===== src/rtl/video_pkg.sv =====
// -----------------------------------------------------------------------------
// video_pkg
// Shared types and default timing for the video timing generator.
//   video_region_t : position of a counter within one axis (ACTIVE, FP, SYNC, BP)
//   DEF_*          : default 800x600 @ 40 MHz style timing constants
//   tpg_pixel()    : test-pattern pixel for a given (h, v) position
// -----------------------------------------------------------------------------
package video_pkg;

    typedef enum logic [1:0] {
        ACTIVE = 2'd0,
        FP     = 2'd1,
        SYNC   = 2'd2,
        BP     = 2'd3
    } video_region_t;

    localparam int unsigned DEF_H_ACTIVE = 800;
    localparam int unsigned DEF_H_FP     = 40;
    localparam int unsigned DEF_H_SYNC   = 128;
    localparam int unsigned DEF_H_BP     = 88;
    localparam int unsigned DEF_V_ACTIVE = 600;
    localparam int unsigned DEF_V_FP     = 1;
    localparam int unsigned DEF_V_SYNC   = 4;
    localparam int unsigned DEF_V_BP     = 23;
    localparam int unsigned DEF_H_BORDER = 0;
    localparam int unsigned DEF_V_BORDER = 0;

    localparam int unsigned PIX_W = 32;

    // Pattern: {0, h, v, h^v} using the low byte of each counter.
    function automatic logic [PIX_W-1:0] tpg_pixel(input logic [7:0] h, input logic [7:0] v);
        return {8'h00, h, v, h ^ v};
    endfunction

endpackage


===== src/rtl/video_bus.sv =====
// -----------------------------------------------------------------------------
// video_bus
// Pixel-clock synchronous video bus (controls plus 32-bit pixel data).
//   clk    : pixel clock
//   hsync, vsync, blank, border : line/frame controls
//   data   : pixel value
// Modports: out (source side), in (sink side).
// -----------------------------------------------------------------------------
interface video_bus (input logic clk);
    logic        hsync;
    logic        vsync;
    logic        blank;
    logic        border;
    logic [31:0] data;

    modport out (input clk, output hsync, vsync, blank, border, data);
    modport in  (input clk, input  hsync, vsync, blank, border, data);
endinterface


===== src/rtl/video_axis_counter.sv =====
// -----------------------------------------------------------------------------
// video_axis_counter
// One timing axis: counts 0..TOTAL-1 on each step, decodes the region and
// emits a wrap strobe on the step that returns the count to 0.
// Ports:
//   clk_i    : pixel clock
//   rst_i    : synchronous active-high reset (count -> 0)
//   clr_i    : hold count at 0 (timing disabled)
//   step_i   : advance one position
//   cnt_o    : current position
//   region_o : ACTIVE / FP / SYNC / BP for the current position
//   wrap_o   : step_i on the last position (count wraps this cycle)
// -----------------------------------------------------------------------------
module video_axis_counter
    import video_pkg::*;
#(
    parameter  int unsigned ACT_LEN  = DEF_H_ACTIVE,
    parameter  int unsigned FP_LEN   = DEF_H_FP,
    parameter  int unsigned SYNC_LEN = DEF_H_SYNC,
    parameter  int unsigned BP_LEN   = DEF_H_BP,
    localparam int unsigned TOTAL    = ACT_LEN + FP_LEN + SYNC_LEN + BP_LEN,
    localparam int unsigned W        = $clog2(TOTAL)
) (
    input  logic          clk_i,
    input  logic          rst_i,
    input  logic          clr_i,
    input  logic          step_i,
    output logic [W-1:0]  cnt_o,
    output video_region_t region_o,
    output logic          wrap_o
);

    localparam logic [W-1:0] LAST = W'(TOTAL - 1);

    logic [W-1:0] cnt_d, cnt_q;
    logic         last;

    // Explicit compare against the last position; TOTAL is rarely a power of 2.
    always_comb begin
        last  = (cnt_q == LAST);
        cnt_d = cnt_q;
        if (clr_i) begin
            cnt_d = '0;
        end else if (step_i) begin
            cnt_d = last ? '0 : cnt_q + W'(1);
        end
    end

    always_ff @(posedge clk_i) begin
        if (rst_i) begin
            cnt_q <= '0;
        end else begin
            cnt_q <= cnt_d;
        end
    end

    // Compare in 32 bits so a zero-length back porch cannot alias to 0.
    always_comb begin
        region_o = BP;
        if (32'(cnt_q) < ACT_LEN) begin
            region_o = ACTIVE;
        end else if (32'(cnt_q) < ACT_LEN + FP_LEN) begin
            region_o = FP;
        end else if (32'(cnt_q) < ACT_LEN + FP_LEN + SYNC_LEN) begin
            region_o = SYNC;
        end
    end

    assign cnt_o  = cnt_q;
    assign wrap_o = step_i & last & ~clr_i;

endmodule


===== src/rtl/video_timing_gen.sv =====
// -----------------------------------------------------------------------------
// video_timing_gen
// Raster timing generator with pixel-stream input. Produces registered
// hsync/vsync/blank/border/data on a video_bus, a start-of-frame pulse and a
// sticky underflow flag when the upstream source misses a pixel slot.
// Ports:
//   clk_i, rst_i          : pixel clock, synchronous active-high reset
//   en_i                  : timing enable (0 holds counters at the frame origin)
//   border_color_i        : value driven on border pixels
//   underflow_color_i     : value driven when a pixel slot has no valid pixel
//   pix_data_i/pix_valid_i/pix_ready_o : upstream pixel handshake
//   hsync_o, vsync_o, blank_o, border_o, data_o : video outputs (1-cycle latency)
//   sof_o                 : 1-cycle pulse with the first pixel of each frame
//   underflow_o           : sticky starvation flag, cleared by underflow_clr_i
// Build option: VIDEO_TPG_EN replaces the upstream stream by a test pattern.
// -----------------------------------------------------------------------------
module video_timing_gen
    import video_pkg::*;
#(
    parameter int unsigned H_ACTIVE  = DEF_H_ACTIVE,
    parameter int unsigned H_FP      = DEF_H_FP,
    parameter int unsigned H_SYNC    = DEF_H_SYNC,
    parameter int unsigned H_BP      = DEF_H_BP,
    parameter int unsigned V_ACTIVE  = DEF_V_ACTIVE,
    parameter int unsigned V_FP      = DEF_V_FP,
    parameter int unsigned V_SYNC    = DEF_V_SYNC,
    parameter int unsigned V_BP      = DEF_V_BP,
    parameter int unsigned H_BORDER  = DEF_H_BORDER,
    parameter int unsigned V_BORDER  = DEF_V_BORDER,
    parameter bit          HSYNC_POL = 1'b1,
    parameter bit          VSYNC_POL = 1'b1
) (
    input  logic        clk_i,
    input  logic        rst_i,
    input  logic        en_i,
    input  logic [31:0] border_color_i,
    input  logic [31:0] underflow_color_i,
    input  logic [31:0] pix_data_i,
    input  logic        pix_valid_i,
    output logic        pix_ready_o,
    output logic        hsync_o,
    output logic        vsync_o,
    output logic        blank_o,
    output logic        border_o,
    output logic [31:0] data_o,
    output logic        sof_o,
    output logic        underflow_o,
    input  logic        underflow_clr_i
);

    localparam int unsigned H_TOTAL = H_ACTIVE + H_FP + H_SYNC + H_BP;
    localparam int unsigned V_TOTAL = V_ACTIVE + V_FP + V_SYNC + V_BP;
    localparam int unsigned HW      = $clog2(H_TOTAL);
    localparam int unsigned VW      = $clog2(V_TOTAL);

    logic [HW-1:0] hcnt;
    logic [VW-1:0] vcnt;
    video_region_t h_region, v_region;
    logic          h_wrap;
    // The frame wrap is implied by the counters returning to (0,0); sof decodes that directly.
    logic          v_wrap_unused;

    video_axis_counter #(
        .ACT_LEN (H_ACTIVE),
        .FP_LEN  (H_FP),
        .SYNC_LEN(H_SYNC),
        .BP_LEN  (H_BP)
    ) u_h_axis (
        .clk_i   (clk_i),
        .rst_i   (rst_i),
        .clr_i   (~en_i),
        .step_i  (en_i),
        .cnt_o   (hcnt),
        .region_o(h_region),
        .wrap_o  (h_wrap)
    );

    video_axis_counter #(
        .ACT_LEN (V_ACTIVE),
        .FP_LEN  (V_FP),
        .SYNC_LEN(V_SYNC),
        .BP_LEN  (V_BP)
    ) u_v_axis (
        .clk_i   (clk_i),
        .rst_i   (rst_i),
        .clr_i   (~en_i),
        .step_i  (h_wrap),
        .cnt_o   (vcnt),
        .region_o(v_region),
        .wrap_o  (v_wrap_unused)
    );

    // Decode of the current counter position.
    logic active, border, slot, pix_ready, xfer, uf_set;

    logic        hsync_d, hsync_q;
    logic        vsync_d, vsync_q;
    logic        blank_d, blank_q;
    logic        border_d, border_q;
    logic [31:0] data_d, data_q;
    logic        sof_d, sof_q;
    logic        underflow_d, underflow_q;

    always_comb begin
        // en_i folded in here so a disabled generator looks fully blanked.
        active = en_i && (h_region == ACTIVE) && (v_region == ACTIVE);
        border = active && ((32'(hcnt) <  H_BORDER) ||
                            (32'(hcnt) >= H_ACTIVE - H_BORDER) ||
                            (32'(vcnt) <  V_BORDER) ||
                            (32'(vcnt) >= V_ACTIVE - V_BORDER));
        slot   = active && !border;
`ifdef VIDEO_TPG_EN
        pix_ready = 1'b0;
        uf_set    = 1'b0;
`else
        // No handshake during reset: the abandoned frame takes no pixel.
        pix_ready = slot && !rst_i;
        uf_set    = slot && !pix_valid_i;
`endif
        xfer = pix_ready && pix_valid_i;
    end

    assign pix_ready_o = pix_ready;

    always_comb begin
        hsync_d  = (en_i && h_region == SYNC) ? HSYNC_POL : ~HSYNC_POL;
        vsync_d  = (en_i && v_region == SYNC) ? VSYNC_POL : ~VSYNC_POL;
        blank_d  = !active;
        border_d = border;
        sof_d    = en_i && (hcnt == '0) && (vcnt == '0);

        data_d = '0;
        if (xfer) begin
            data_d = pix_data_i;
        end else if (border) begin
            data_d = border_color_i;
        end else if (slot) begin
`ifdef VIDEO_TPG_EN
            data_d = tpg_pixel(8'(hcnt), 8'(vcnt));
`else
            data_d = underflow_color_i;
`endif
        end

        // A new starvation event wins over a clear in the same cycle.
        if (uf_set) begin
            underflow_d = 1'b1;
        end else if (underflow_clr_i) begin
            underflow_d = 1'b0;
        end else begin
            underflow_d = underflow_q;
        end
    end

    always_ff @(posedge clk_i) begin
        if (rst_i) begin
            hsync_q     <= ~HSYNC_POL;
            vsync_q     <= ~VSYNC_POL;
            blank_q     <= 1'b1;
            border_q    <= 1'b0;
            data_q      <= '0;
            sof_q       <= 1'b0;
            underflow_q <= 1'b0;
        end else begin
            hsync_q     <= hsync_d;
            vsync_q     <= vsync_d;
            blank_q     <= blank_d;
            border_q    <= border_d;
            data_q      <= data_d;
            sof_q       <= sof_d;
            underflow_q <= underflow_d;
        end
    end

`ifdef VIDEO_TPG_EN
    // Upstream stream is ignored when the pattern generator owns the pixels.
    logic tpg_inputs_unused;
    assign tpg_inputs_unused = ^{pix_data_i, pix_valid_i, underflow_color_i};
`endif

    // Video outputs go out through the source side of the bus.
    video_bus vbus (.clk(clk_i));

    assign vbus.hsync  = hsync_q;
    assign vbus.vsync  = vsync_q;
    assign vbus.blank  = blank_q;
    assign vbus.border = border_q;
    assign vbus.data   = data_q;

    assign hsync_o     = vbus.hsync;
    assign vsync_o     = vbus.vsync;
    assign blank_o     = vbus.blank;
    assign border_o    = vbus.border;
    assign data_o      = vbus.data;
    assign sof_o       = sof_q;
    assign underflow_o = underflow_q;

endmodule

===== config.mk =====
export PLATFORM = sky130hd
export DESIGN_NAME = video_timing_gen
export DESIGN_NICKNAME = d
export VERILOG_FILES = /design/src/rtl/video_pkg.sv /design/src/rtl/video_bus.sv /design/src/rtl/video_axis_counter.sv /design/src/rtl/video_timing_gen.sv
export SDC_FILE = /design/constraint.sdc
export NUM_CORES = 1
export LEC_CHECK = 0
export CAP_MARGIN = 40
export CORE_MARGIN = 2
export CORE_UTILIZATION = 41
export CTS_CLUSTER_SIZE = 8
export DETAILED_ROUTE_END_ITERATION = 12
export HOLD_SLACK_MARGIN = 0.15
export PLACE_DENSITY = 0.91
export SLEW_MARGIN = 20
export SYNTH_ARGS = -nofsm -noshare
export SYNTH_HDL_FRONTEND = slang
export SYNTH_SLANG_ARGS = --single-unit

===== constraint.sdc =====
create_clock -name clk_i -period 4.55 [get_ports clk_i]
set_input_delay 0.455 -clock clk_i [delete_from_list [all_inputs] [get_ports clk_i]]
set_output_delay 0.455 -clock clk_i [all_outputs]
set_load 0.02 [all_outputs]

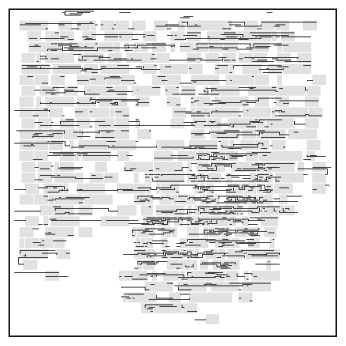
Run 1: metal 1
Drawn at 4 px/micron.
main direction: horizontal
longest straight run: 20.2 microns
wire length on this layer: 2390 microns
nets with wire on the layer: 385
share of all routed wire: 38%

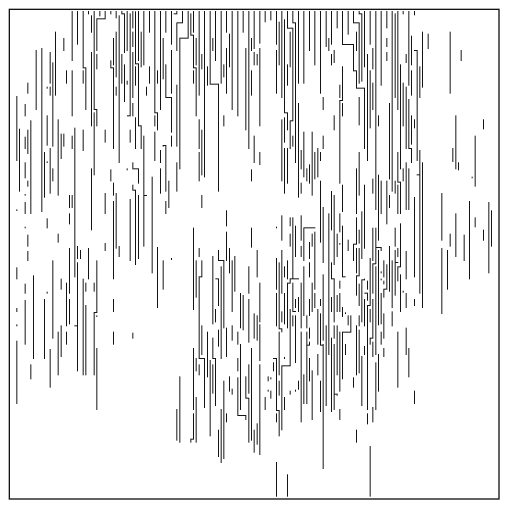
Run 1: the metal 2 layer
Drawn at 6 px/micron.
wire length on this layer: 3300 microns
longest straight run: 33.0 microns
share of all routed wire: 53%

==> flow_summary.yaml, run 1 <==
# physical design summary
synthesis:
  yosys-top-cells-area: "dfxtp_1 48%, mux2i_1 14%, nor2_1 8.3%"
  yosysChipArea_sq_um: 2455
  netlist_instances: 261
  postSynthSeqShare_pct: 48.11
  ys_types: 39
  yosysTopAreaCell: "dfxtp_1"
  yosys_warnings: 0
  ys_cells: 261
timing:
  timing.hold.ws_ns: 0.4819
  worst_pin_slew_ns: 0.5248
  fin_crit_sh_pct: 69.83
  slew_headroom_pct: 64.72
  maxSlewViolCount: 0
  setup_viol: 0
  fin_ws_ns: 1.373
  setup_tns_ns: 0
  clock_skew_ns: 0.01006
  finalHoldViolCount: 0
power:
  sw_frac_of_total_pct: 23.37
  powerClk_mw: 0.531
  p_seq_share_pct: 43.7
  power_density_nw_per_um2: 322.7
  power_frac_comb_pct: 13.0
  p_int_mw: 0.9412
  p_sw_mw: 0.2871
  power_leader: "registers"
clock_tree:
  post_cts_resized: 0
  cts_root_buf: "clkbuf_8"
  cts_tree: "built"
  cts.path.max_buffers: 2
  clk_latency_ns: 0.34
cells_and_area:
  area_growth_syn_to_layout_pct: 55.05
  nNetsFinal: 472
  layout.cells.non_filler: 447
  lay_top_cells: "106 x clkdlybuf4s50_1, 59 x dfxtp_1, 54 x nor2_1, 35 x mux2i_1"
  final_layout_size_suffix_gt1_share_pct: 6.989
  layout_top_cell: "clkdlybuf4s50_1"
  final_util_pct: 65.06
setup_path:
  slowest_stage: "clkdlybuf4s50_1"
  worstReg2RegStart: "u_h_axis.cnt_o[0]"
  critPathLaunchType: "flop"
  path_buffers: 3
  crit_start: "u_h_axis.cnt_o[5]"
  reg2reg_slack_ns: 2.48
  required_ns: 4.09
  r2r-end: "u_h_axis.cnt_o[6]"
  crit_chain: "o311ai_0 > nand4_1 > or3_1 > buf_4 > inv_1 > clkdlybuf4s50_1"
  end_kind: "output pin"
  path_class: "reg2out"
  crit_fanout: 34
placement:
  place_ws_ns: 1.585
  gp_congestion: 0.9021
  place_inst: 431
  post-dp-hpwl_microns: 4822
hold_path:
  hold_class: "reg2reg"
  min_path_cells: 2
die:
  ios: 140
  die_h_microns: 81.38
  die_w_microns: 81.38
  rows: 28
global_routing:
  grt_pass1_wl_microns: 9660
  grt_use_met2_pct: 33.20
  use_met3_pct: 6.222
  grt_max_degree: 35
  grt_antenna_before_repair: 0
route:
  drtIter0Drc: 92
  wl_met1_microns: 2391
  post_drt_via_cell_ratio: 4.935
  met2WireLength_microns: 3298
  ant_nets: 0
  wl_met3_microns: 383
status:
  status: "finished, final reports clean"
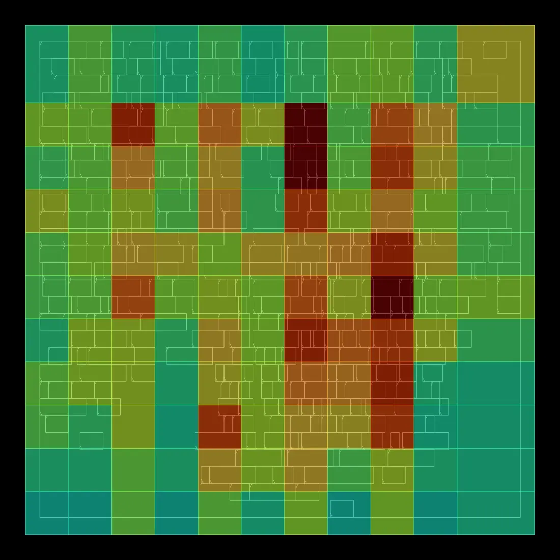
Run 1: routing congestion map
DR WL/cell: 13.91 microns
gr busiest metal: met2

-- run 1: cell families after synthesis --
group | count (synthesis) | synth area share (%)
xor gates and xnor gates | 14 | 4.995
muxes | 35 | 14.27
adders and majority gates | 4 | 2.039
AOI/OAI and AO/OA | 17 | 4.180
other | 1 | 0.1528
and+or+nand+nor | 109 | 22.32
buffers and inverters | 22 | 3.924
DFF | 59 | 48.11
-- run 1: cell type report --
class	count	area, sq um
fill	464	2044
multi-input combinational	180	1177
timing repair buffer	109	1101
inverter	8	30.03
clock inverter	7	98.84
tap	75	93.84
clock buffer	9	123.9
sequential	59	1181
-- run 1: how the worst max path moves through the flow --
stage	endpoint	slack (ns)	cells past startpoint
detailed placement	pix_ready_o	1.58	6
finish	pix_ready_o	1.37	6
global placement	pix_ready_o	1.58	6
floorplan	pix_ready_o	2.35	7
CTS	pix_ready_o	1.33	6
global route	pix_ready_o	1.17	6
-- run 1: per-stage QoR --
step	total power, mW	cell area, sq um
after global routing	1.275	3806
after global placement	0.7032	3556
after detailed placement	0.7105	3583
after CTS	1.242	3806
final	1.228	3806
after floorplan	0.6095	2455
-- run 1: registers in the layout (all words and copies together) (netlist names) --
name and flops:
data_o 32, vsync_o 1, u_h_axis.cnt_o 11, sof_o 1, blank_o 1, border_o 1
hsync_o 1, u_v_axis.cnt_o 10, underflow_o 1
-- run 1: cells in the mapped netlist, drive strengths merged --
master and count:
o21ai 7, or2 1, and4 2, nand3 7, buf 5, nor3b 1, a31o 1, nand4 8
clkbuf 9, nand2b 2, or3 5, or4 3, nand2 8, o31ai 1, o311ai 1, nand4bb 1
a31oi 1, nor4bb 1, xor2 5, mux2i 35, nor2b 2, nor3 5, xnor2 9, ha 4
dfxtp 59, a211oi 1, or3b 1, conb 1, nor2 54, nor4 6, inv 8, and3 2
a21oi 5
==> run 2, diff against run 1 <==
--- a/config.mk
+++ b/config.mk
@@ -7,11 +7,11 @@
 export LEC_CHECK = 0
 export CAP_MARGIN = 40
 export CORE_MARGIN = 2
-export CORE_UTILIZATION = 41
+export CORE_UTILIZATION = 38
 export CTS_CLUSTER_SIZE = 8
 export DETAILED_ROUTE_END_ITERATION = 12
 export HOLD_SLACK_MARGIN = 0.15
-export PLACE_DENSITY = 0.91
+export PLACE_DENSITY = 0.86
 export SLEW_MARGIN = 20
 export SYNTH_ARGS = -nofsm -noshare
 export SYNTH_HDL_FRONTEND = slang
==> constraint.sdc (replaced) <==
create_clock -name clk_i -period 3.05 [get_ports clk_i]
set_input_delay 0.305 -clock clk_i [delete_from_list [all_inputs] [get_ports clk_i]]
set_output_delay 0.305 -clock clk_i [all_outputs]
set_load 0.02 [all_outputs]
==> flow_summary.yaml, run 2 <==
# physical design summary
synthesis:
  mux_share_pct: 14.27
  ys_cells: 261
  async_flop_share_pct: 0
  yosysTopAreaCell: "dfxtp_1"
  ff_type: "dfxtp_1"
  fp_nets: 366
  ys_top_cells_by_count: "59 x dfxtp_1, 54 x nor2_1, 35 x mux2i_1"
  postSynthSeqShare_pct: 48.11
  ys_types: 39
  adder_share_pct: 2.039
  ys_sh_simple_pct: 22.32
  edf_count: 0
  yosys.cell_count.top_type: "dfxtp_1"
  yosysChipArea_sq_um: 2455
  ys_sh_xor_pct: 4.995
  netlist_instances: 261
  compound_area_share_pct: 4.179
  yosys_warnings: 0
  yosys-top-cells-area: "dfxtp_1 48%, mux2i_1 14%, nor2_1 8.3%"
  topCombFamilyByArea: "simple AND/OR/NAND/NOR gates"
cells_and_area:
  largest_reg_flops: 32
  lay_top_cells: "106 x clkdlybuf4s50_1, 59 x dfxtp_1, 54 x nor2_1, 35 x mux2i_1, 12 x clkbuf_8"
  area_growth_syn_to_layout_pct: 53.47
  fillers: 545
  clk_share_pct: 5.015
  layout.nonclk_buf_share_pct: 29.03
  ff_count: 59
  register_area_sq_um: 1181
  nNonClkInverters: 8
  sh_comb_area_pct: 31.25
  nNetsFinal: 472
  layout.cells.non_filler: 449
  clkbuf_count: 12
  dominant_cells: "flip-flops and latches"
  nNonClkBuffers: 109
  logic_gates: 180
  sh_seq_area_pct: 31.35
  combGateArea_sq_um: 1177
  final_layout_size_suffix_gt1_share_pct: 6.989
setup_path:
  r2r-end: "u_h_axis.cnt_o[9]"
  path_buffers: 2
  path_class: "reg2out"
  worstReg2RegStart: "u_h_axis.cnt_o[0]"
  end_kind: "output pin"
  crit_fanout: 8
  required_ns: 2.74
  slowest_stage: "clkdlybuf4s50_1"
  crit_chain: "o311ai_0 > nand4_1 > or3_1 > inv_1 > clkdlybuf4s50_1"
  critPathLaunchType: "flop"
route:
  drc: 0
  ant_nets: 0
  post_drt_wl_per_cell_microns: 13.29
  post_drt_via_cell_ratio: 4.969
  drtIter0Drc: 317
clock_tree:
  cts_tree: "built"
  cts.path.max_buffers: 2
  post_cts_resized: 0
  clk_latency_ns: 0.33
timing:
  setup_tns_ns: 0
  fin_crit_sh_pct: 92.08
  finalHoldViolCount: 0
  setup_viol: 0
  clock_skew_ns: 0.005642
  maxSlewViolCount: 0
  slew_headroom_pct: 58.79
  fin_ws_ns: 0.2416
  worst_pin_slew_ns: 0.6131
die:
  taps: 77
  ios: 140
  die_h_microns: 84.38
  die_w_microns: 84.38
global_routing:
  grt_pass1_wl_microns: 9873
  grt_antenna_before_repair: 0
hold_path:
  hold_class: "in2reg"
  min_path_cells: 3
placement:
  post-dp-hpwl_microns: 4525
  gp_congestion: 0.9753
  place_inst: 433
power:
  power_density_nw_per_um2: 450.3
  total_power_mw: 1.696
status:
  status: "finished, final reports clean"
run 2: per-layer routing:
| layer | vias to the layer above | wire length [microns] | GRT usage [%] |
|---|---|---|---|
| li1 | 1104 | - | - |
| met1 | 991 | 2363 | 19.46 |
| met2 | 120 | 2865 | 29.08 |
| met5 | - | 0 | 0 |
| met4 | 0 | 134 | 8.514 |
| met3 | 16 | 604 | 7.276 |
run 2: report_power, final:
group / switching [mW] / total [mW] / internal [mW] / leakage, nW
registers: 0.00695 / 0.801 / 0.794 / 0.482
clock network: 0.301 / 0.659 / 0.358 / 0.102
logic: 0.0918 / 0.236 / 0.144 / 0.866
run 2: through the flow:
stage,hold WS (ns),area (sq um),utilization (%)
2_1_floorplan,0.3741,2455,-
3_3_place_gp,0.4607,3558,56.36
3_5_place_dp,0.4652,3578,56.68
4_1_cts,0.4485,3767,59.67
5_1_grt,0.4554,3767,59.67
6_report,0.4552,3767,59.67
run 2: worst max-delay path by stage:
| stage | to | from | cells past startpoint |
|---|---|---|---|
| after global placement | pix_ready_o | en_i | 5 |
| after global routing | pix_ready_o | u_h_axis.cnt_o[5] | 5 |
| after detailed placement | pix_ready_o | en_i | 5 |
| final | pix_ready_o | u_h_axis.cnt_o[5] | 5 |
| after CTS | pix_ready_o | u_h_axis.cnt_o[5] | 5 |
| after floorplan | pix_ready_o | u_h_axis.cnt_o[5] | 7 |
run 2: cells by family (layout without fill, tap and decap cells):
| logic type | Yosys count | count (layout) |
|---|---|---|
| AOI/OAI and AO/OA | 17 | 17 |
| xor gates and xnor gates | 14 | 14 |
| adders and majority gates | 4 | 4 |
| buffers and inverters | 22 | 133 |
| DFF | 59 | 59 |
| muxes | 35 | 35 |
| other | 1 | 1 |
| and+or+nand+nor | 109 | 109 |
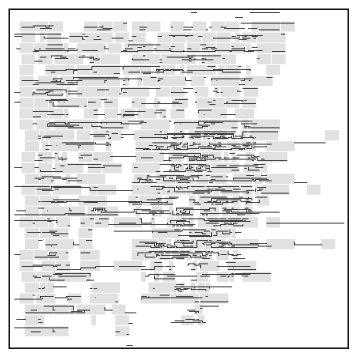
Run 2: metal 1
Drawn at 4 px/micron.
longest straight run: 19.3 microns
share of all routed wire: 40%
wire length on this layer: 2360 microns
main direction: horizontal
nets with wire on the layer: 382

Power and IR drop assume default switching activity.
